<file path="config.mk">
export PLATFORM = sky130hd
export DESIGN_NAME = lookahead_mp_sequencer
export DESIGN_NICKNAME = d
export VERILOG_FILES = /design/src/rtl/lookahead_mp_sequencer.sv
export SDC_FILE = /design/constraint.sdc
export NUM_CORES = 1
export LEC_CHECK = 0
export CAP_MARGIN = 20
export CORE_UTILIZATION = 45
export DETAILED_ROUTE_END_ITERATION = 16
export PLACE_DENSITY = 0.74
export SLEW_MARGIN = 20
export SYNTH_ARGS = -nofsm -noshare
export SYNTH_HDL_FRONTEND = slang
export SYNTH_SLANG_ARGS = --single-unit
</file>
<file path="constraint.sdc">
create_clock -name clk -period 3.3 [get_ports clk]
set_clock_uncertainty 0.2 [all_clocks]
set_input_delay 0.66 -clock clk [delete_from_list [all_inputs] [get_ports clk]]
set_output_delay 0.66 -clock clk [all_outputs]
set_load 0.02 [all_outputs]
</file>
<file path="src/rtl/lookahead_mp_sequencer.sv">
// Multi-precision add/subtract sequencer: one B_W-bit carry-lookahead slice
// processes N_WORDS words LSW-first, carry chained through a register.
module lookahead_mp_sequencer #(
  parameter int unsigned B_W     = 4,
  parameter int unsigned N_WORDS = 4
) (
  input  logic                   clk,
  input  logic                   rst,
  input  logic                   start,
  input  logic                   op_sub,
  input  logic [N_WORDS*B_W-1:0] a,
  input  logic [N_WORDS*B_W-1:0] b,
  output logic                   busy,
  output logic                   done,
  output logic [N_WORDS*B_W-1:0] result,
  output logic                   co,
  output logic                   v
);

  localparam int unsigned W  = N_WORDS * B_W;
  localparam int unsigned IW = $clog2(N_WORDS) + 1;

  typedef enum logic [1:0] {IDLE, RUN, DONE} state_t;

  state_t         state, state_n;
  logic [W-1:0]   a_q, b_q;
  logic           carry;
  logic [IW-1:0]  idx;
  logic [B_W-1:0] wa, wb, s;
  logic [B_W:0]   c;
  logic           last;
  logic           accept;

  assign accept = start && (state == IDLE || state == DONE);
  assign last   = (idx == IW'(N_WORDS - 1));
  assign busy   = (state == RUN);
  assign done   = (state == DONE);

  assign wa = a_q[idx*B_W +: B_W];
  assign wb = b_q[idx*B_W +: B_W];

  // Carry-lookahead slice: G=a&b, P=a|b, C[i+1]=G|P&C[i]
  always_comb begin
    c    = '0;
    s    = '0;
    c[0] = carry;
    for (int unsigned i = 0; i < B_W; i++) begin
      c[i+1] = (wa[i] & wb[i]) | ((wa[i] | wb[i]) & c[i]);
      s[i]   = wa[i] ^ wb[i] ^ c[i];
    end
  end

  always_comb begin
    state_n = state;
    case (state)
      IDLE:    if (start) state_n = RUN;
      RUN:     if (last)  state_n = DONE;
      DONE:    state_n = start ? RUN : IDLE;
      default: state_n = IDLE;
    endcase
  end

  always_ff @(posedge clk) begin
    if (rst) state <= IDLE;
    else     state <= state_n;
  end

  always_ff @(posedge clk) begin
    if (rst) begin
      a_q    <= '0;
      b_q    <= '0;
      carry  <= 1'b0;
      idx    <= '0;
      result <= '0;
      co     <= 1'b0;
      v      <= 1'b0;
    end else if (accept) begin
      // Subtraction is A + ~B + 1: B inverted here, the +1 enters as initial carry
      a_q    <= a;
      b_q    <= b ^ {W{op_sub}};
      carry  <= op_sub;
      idx    <= '0;
      result <= '0;
    end else if (state == RUN) begin
      result[idx*B_W +: B_W] <= s;
      carry <= c[B_W];
      idx   <= last ? '0 : idx + IW'(1);
      if (last) begin
        co <= c[B_W];
        v  <= (a_q[W-1] == b_q[W-1]) & (s[B_W-1] != a_q[W-1]);
      end
    end
  end

endmodule

</file>
==> results.txt, run 1 <==
run results: status finished, final reports clean, worst slew pin tran 539 ps, simple-gate share of the synthesized area 0.213, DP HPWL just over 4 mm, Yosys Chip Area approximately 0.0027 mm2, #FFs+latches synth 56, CTS tree done, Synth cell types 41, clk_lat worst skew around 310 ps, post-route ant nets 0, initial antenna violation count 0, sequential cell area ~0.0011 mm2, XORs/XNORs by Area 0.0518, cells after synthesis around 290, Rows 27, Peak VDD IR 0.176 mV, DRC 0, worst hold path class register to register, total die area 0.00632 mm2, Critical Path Sink Type register, via count 2183, Synthesis Warnings 0, Tmin final 3180 ps, CTS Buf Count 5, Top Ports 56, drt pass-1 iters 4, Startpoint Class register, wire length on met1 roughly 2.6 mm, top sig layer met4, relative slew slack 0.640, largest net degree at the start of global routing about 40, synthesized cell area 0.00270 mm2, ANT cells 0, CP Max Fanout 5, Placer Congestion ~0.8, tool warnings 31, Required @ worst endpoint 3340 ps, Final Max Tran Viols 0, setup_tns 0 ps, Post-synth ARST share 0, width of the die approximately 80 um, Leak approximately 1.2 nW, met2 WL 2.63 mm, arrival time worst endpoint 3220 ps, Top non-seq family simple AND/OR/NAND/NOR gates, post-synthesis adder-cell area fraction 0.0574, Filler cells around 490, CTS Hold Bufs 0, R2R cell count 9, number of global-route vias before repair 2004, P&R area growth vs syn 27.1%, Via density 5.31, Final setup viols 0, clk sinks 56, Compound Share, Synth 0.123, gr ovfl total 0, initial drt markers around 91, Die Y 79.5 um, Worst-path clk slew 90 ps, final hold violation count 0, layout cells sized above 1 0.118, f_max 0.314 GHz, max_cap viols 0, Power per Cell Area 423 mW/mm2, WL met3 218 um
[run 1: synth_stat cells (2+ instances only)]
library cell | count | area share
clkinv_1 | 2 | 0.0028
nand4_1 | 2 | 0.0046
dfxtp_1 | 56 | 0.41
buf_1 | 2 | 0.0028
nand3_1 | 11 | 0.020
and4b_1 | 3 | 0.011
mux4_2 | 8 | 0.067
xnor2_1 | 16 | 0.052
inv_1 | 3 | 0.0042
and2_1 | 4 | 0.0093
nand2_1 | 47 | 0.065
buf_2 | 8 | 0.015
o21ai_0 | 2 | 0.0037
ha_1 | 6 | 0.028
buf_6 | 4 | 0.017
nand3b_1 | 2 | 0.0056
a21oi_1 | 27 | 0.050
a32o_1 | 2 | 0.0074
a211oi_1 | 19 | 0.053
a22o_1 | 2 | 0.0065
mux2i_1 | 4 | 0.015
nand4b_1 | 5 | 0.016
nand2b_1 | 3 | 0.0069
nor3_1 | 2 | 0.0037
buf_4 | 4 | 0.011
nor2_1 | 21 | 0.029
or3_1 | 3 | 0.0069
fa_1 | 4 | 0.030
[run 1: critical path, cell delays in order, from the launching register on]
cell and delay (ps):
dfxtp_4 380, mux4_2 490, and2_4 170, fa_2 330
fa_2 340, inv_2 60, fa_2 200, fa_2 470
or3_1 320, a31oi_1 150
[run 1: layout by cell type (no fill, tap or decap), types with 4 or more instances in the layout]
cell type        netlist  layout
dfxtp_1               56      55
clkdlybuf4s50_1        0      55
nand2_1               47      47
a21oi_1               27      27
nor2_1                21      21
a211oi_1              19      19
xnor2_1               16      16
nand3_1               11      11
buf_4                  4      10
mux4_2                 8       8
ha_1                   6       6
nand4b_1               5       5
clkbuf_8               0       5
mux2i_1                4       4
fa_2                   0       4
[run 1: cell type report]
cell class              instances  area share
well taps                      72      0.0262
clock buffers                   6      0.0211
clock inverters                 2      0.0102
flip-flops and latches         56       0.327
inverters                       6     0.00728
repair buffers                 66       0.188
multi-input cells             203       0.420
[run 1: repair_timing]
| action | in CTS | in global routing |
|---|---|---|
| endpoints found under the setup margin | 1 | 3 |
| gates resized | 2 | 2 |
| pin swaps | 0 | 4 |
| setup buffers | 0 | 1 |
[run 1: sequential cells by signal, indices dropped and copies added (netlist names)]
signal	cells
a_q	16
b_q	16
result	16
idx	3
state	2
carry	1
co	1
v	1
[run 1: report_power, final]
part           switching, W  leakage [nW]  total [W]  internal [W]
Combinational      0.000131         0.686   0.000273      0.000142
Clock              0.000222        0.0552   0.000448      0.000226
Sequential        0.0000224         0.459   0.000733      0.000710
[run 1: final timing paths]
kind / startpoint / end / slack (ps)
worst max register to register: idx[0] / v / 120
worst min-delay path: a_q[10] / a_q[10] / 250
worst max-delay path: idx[0] / v / 120
worst min register to register: a_q[10] / a_q[10] / 250
[run 1: through the flow]
step / hold slack, ps / std cells / setup WS, ps / cell area (um2) / total power (W)
detailed placement: 245 / 402 / 11.9 / 3310 / 0.00102
global route: 275 / 411 / -12.0 / 3440 / 0.00152
floorplan: 233 / 285 / 9.70 / 2720 / 0.000925
finish: 254 / 411 / 117 / 3440 / 0.00145
global placement: 242 / 402 / 44.2 / 3310 / 0.00102
CTS: 258 / 410 / 6.01 / 3430 / 0.00146
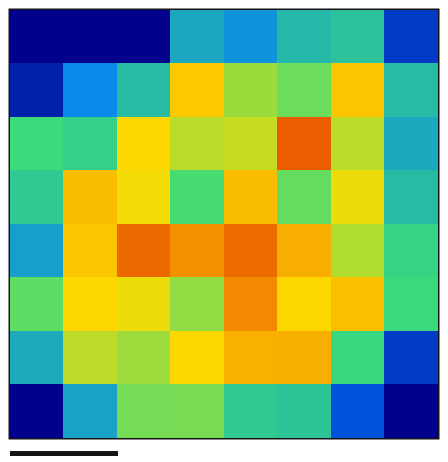
*Cell density map, run 1*
Bar = 20 um. The die is cut into 8 by 8 equal tiles; dark blue is low, red is high, 0 to 100% covered.
nearly empty tiles: 7.8%
emptiest ninth of the die: top left
fullest tile: 89%
densest ninth of the die: middle
mean over tiles: 53%
tiles over 75% full: 28%
end-of-flow core utilization: 0.609
FP Core Util: 0.479
CORE AREA: 0.00564 mm2

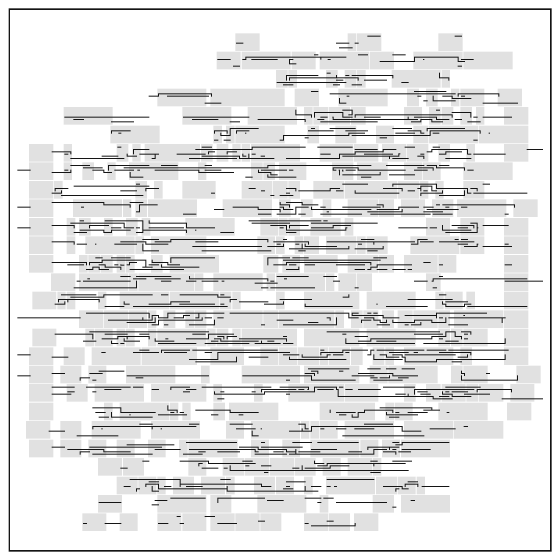
*Signal wires on met1, run 1*
Cells faint in the background.
wire length on this layer: 2630 um
share of all routed wire: 47%
main direction: horizontal
nets with wire on the layer: 338

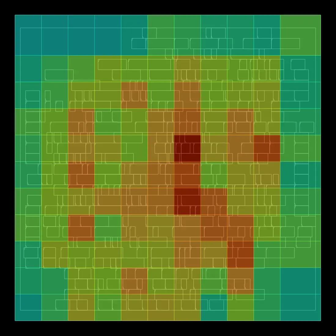
*Routing congestion, run 1*
met1 usage: 0.252
GR peak layer: met2
gr usage total: 0.192
wire per inst: 13.5 um
GR met2 Demand/Resource: 0.315

### Met2 routing, run 1

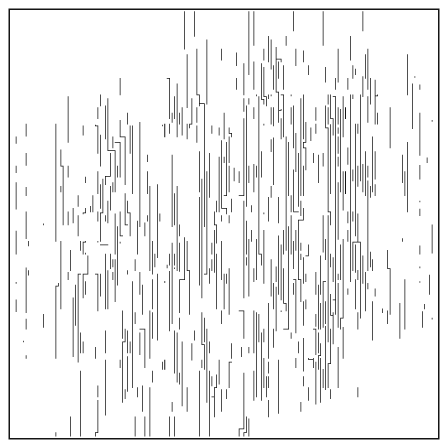

## Run 2: what changed since run 1
--- a/config.mk
+++ b/config.mk
@@ -5,10 +5,9 @@
 export SDC_FILE = /design/constraint.sdc
 export NUM_CORES = 1
 export LEC_CHECK = 0
-export CAP_MARGIN = 20
 export CORE_UTILIZATION = 45
 export DETAILED_ROUTE_END_ITERATION = 16
-export PLACE_DENSITY = 0.74
+export PLACE_DENSITY = 0.72
 export SLEW_MARGIN = 20
 export SYNTH_ARGS = -nofsm -noshare
 export SYNTH_HDL_FRONTEND = slang
==> constraint.sdc (replaced) <==
create_clock -name clk -period 3.8 [get_ports clk]
set_clock_uncertainty 0.2 [all_clocks]
set_input_delay 0.76 -clock clk [delete_from_list [all_inputs] [get_ports clk]]
set_output_delay 0.76 -clock clk [all_outputs]
set_load 0.02 [all_outputs]
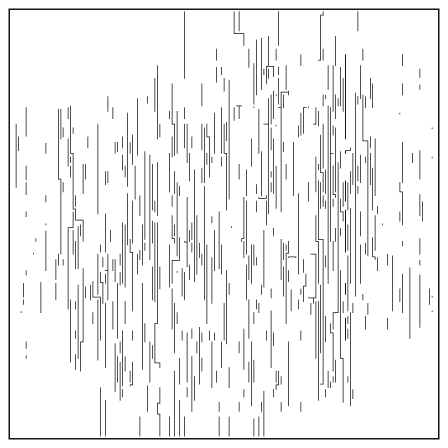
*Met2 routing, run 2*
wire length on this layer: 2450 um
share of all routed wire: 45%
main direction: vertical
nets with wire on the layer: 297

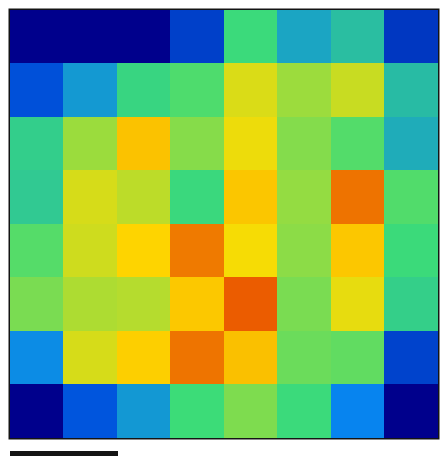
*Cell density map, run 2*
Bar = 20 um. The die is cut into 8 by 8 equal tiles; dark blue is low, red is high, 0 to 100% covered.
tiles over 75% full: 17%
mean over tiles: 52%
emptiest ninth of the die: top left
fullest tile: 90%

==> run 2 against run 1 <==
Effect of this change: setup slack better by 250 ps; combinational power is 18% lower; global-route usage is 0.48 points lower; final cell count is 1.2% lower; synthesized cell count stayed put; sequential power is 13% lower; area after synthesis stayed put; final area is 2.4% lower; critical path type unchanged; largest cell class unchanged.
==> results.txt, run 2 <==
run results: Hold Path Origin result[13] (was a_q[10]), f_max 0.292 GHz (was 0.314 GHz), clk sinks 56 (unchanged), Filler cells 513 (was 487), Final Max Tran Viols 0 (unchanged), arrival time worst endpoint 3480 ps (was 3220 ps), main area contributors after synthesis dfxtp_1 (41%), mux4_2 (6.7%), nand2_1 (6.5%), a211oi_1 (5.3%), xnor2_1 (5.2%) (unchanged), placed inst area 0.00326 mm2 (was 0.00331 mm2), setup_tns 0 ps (unchanged), clk_lat worst skew 310 ps (about the same), fin area 0.00335 mm2 (was 0.00344 mm2), width of the die 79.5 um (unchanged), synthesized cell area 0.00270 mm2 (unchanged), CTS Hold Bufs 0 (unchanged), post-route ant nets 0 (unchanged), Die Y 79.5 um (unchanged), final hold violation count 0 (unchanged), Placer Congestion 0.807 (was 0.785), wire per inst 13.5 um (about the same), Worst R2R Start idx[0] (unchanged), end-of-flow core utilization 0.594 (was 0.609), Resized Gates After CTS 0 (was 2), Final setup viols 0 (unchanged), worst slew pin tran 883 ps (was 539 ps), Max stage delay cell, worst path mux4_2 (unchanged), Tmin final 3430 ps (was 3180 ps), Synth cell types 41 (unchanged), Top cells excl fill/tap dfxtp_1 (56), clkdlybuf4s50_1 (55), nand2_1 (47) (was dfxtp_1 (55), clkdlybuf4s50_1 (55), nand2_1 (47)), gr usage total 0.187 (was 0.192), initial drt markers 135 (was 91), Leak 1.16 nW (was 1.20 nW), CTS tree done (unchanged), Commonest cells post-synth dfxtp_1 (56), nand2_1 (47), a21oi_1 (27) (unchanged), Post-synth ARST share 0 (unchanged), max_cap viols 0 (unchanged), gr ovfl total 0 (unchanged), status finished, final reports clean (unchanged), via count 2129 (was 2183), first element of the critical path idx[0] (unchanged), Synthesis Warnings 0 (unchanged), Rows 27 (unchanged), tool warnings 30 (was 31), layout cells sized above 1 0.0838 (was 0.118), Power per Cell Area 356 mW/mm2 (was 423 mW/mm2), total power 0.00119 W (was 0.00145 W), R2R cell count 9 (unchanged), count leader, synth dfxtp_1 (unchanged), Synth top area share 0.415 (unchanged)
-- run 2: cell count changes in the layout (fill, tap and decap cells not counted), moves of 2 or more --
cell | before | now
and2_1 | 2 | 4
and2_4 | 2 | 0
buf_4 | 10 | 6
clkinvlp_4 | 0 | 2
fa_1 | 0 | 4
fa_2 | 4 | 0
-- run 2: final cells by class --
cell class | instances | area (um2) | share of cell area
clock buffers | 5 | 68.8 | 0.0205
well taps | 72 | 90.1 | 0.0269
repair buffers | 61 | 596 | 0.178
multi-input cells | 203 | 1430 | 0.426
flip-flops and latches | 56 | 1120 | 0.334
clock inverters | 3 | 23.8 | 0.00709
inverters | 6 | 25.0 | 0.00746
-- run 2: logic make-up after synthesis --
group,count (synthesis),share of synthesized area
AOI/OAI and AO/OA,53,0.123
xor gates and xnor gates,16,0.0518
adders and majority gates,10,0.0574
buffers and inverters,26,0.0588
DFF,56,0.415
muxes,12,0.0814
and+or+nand+nor,112,0.213
-- run 2: final timing paths --
path	to	slack, ps
max reg2reg	result[3]	370
min reg2reg	result[13]	260
max	result[3]	370
min	result[13]	260
-- run 2: metrics by stage --
stage | std cells | worst slack [ps]
final | 406 | 371
after global routing | 406 | 249
after CTS | 406 | 329
after detailed placement | 398 | 379
after global placement | 398 | 447
after floorplan | 285 | 423
-- run 2: report_power, final --
| part | internal [W] | total [W] | switching [W] |
|---|---|---|---|
| sequential | 0.000617 | 0.000637 | 0.0000203 |
| combinational | 0.000113 | 0.000223 | 0.000110 |
| clock | 0.000131 | 0.000332 | 0.000201 |
-- run 2: layer usage --
metal  GRT usage  share of wire  vias up
met1       0.252           0.50      980
met2       0.300           0.45       48
met3      0.0411          0.044        6
li1            -              -     1095
met4      0.0545          0.011        0
met5           0              0        -
-- run 2: critical path, delay by kind of cell (launching register included) --
kind / cells / cell delay [ps]
fa+ha+maj: 4 / 1450
mux: 2 / 630
flops: 1 / 430
simple gates: 2 / 580
buf+inv: 1 / 70
No activity file was given, so power comes from the tool's default toggle rates.
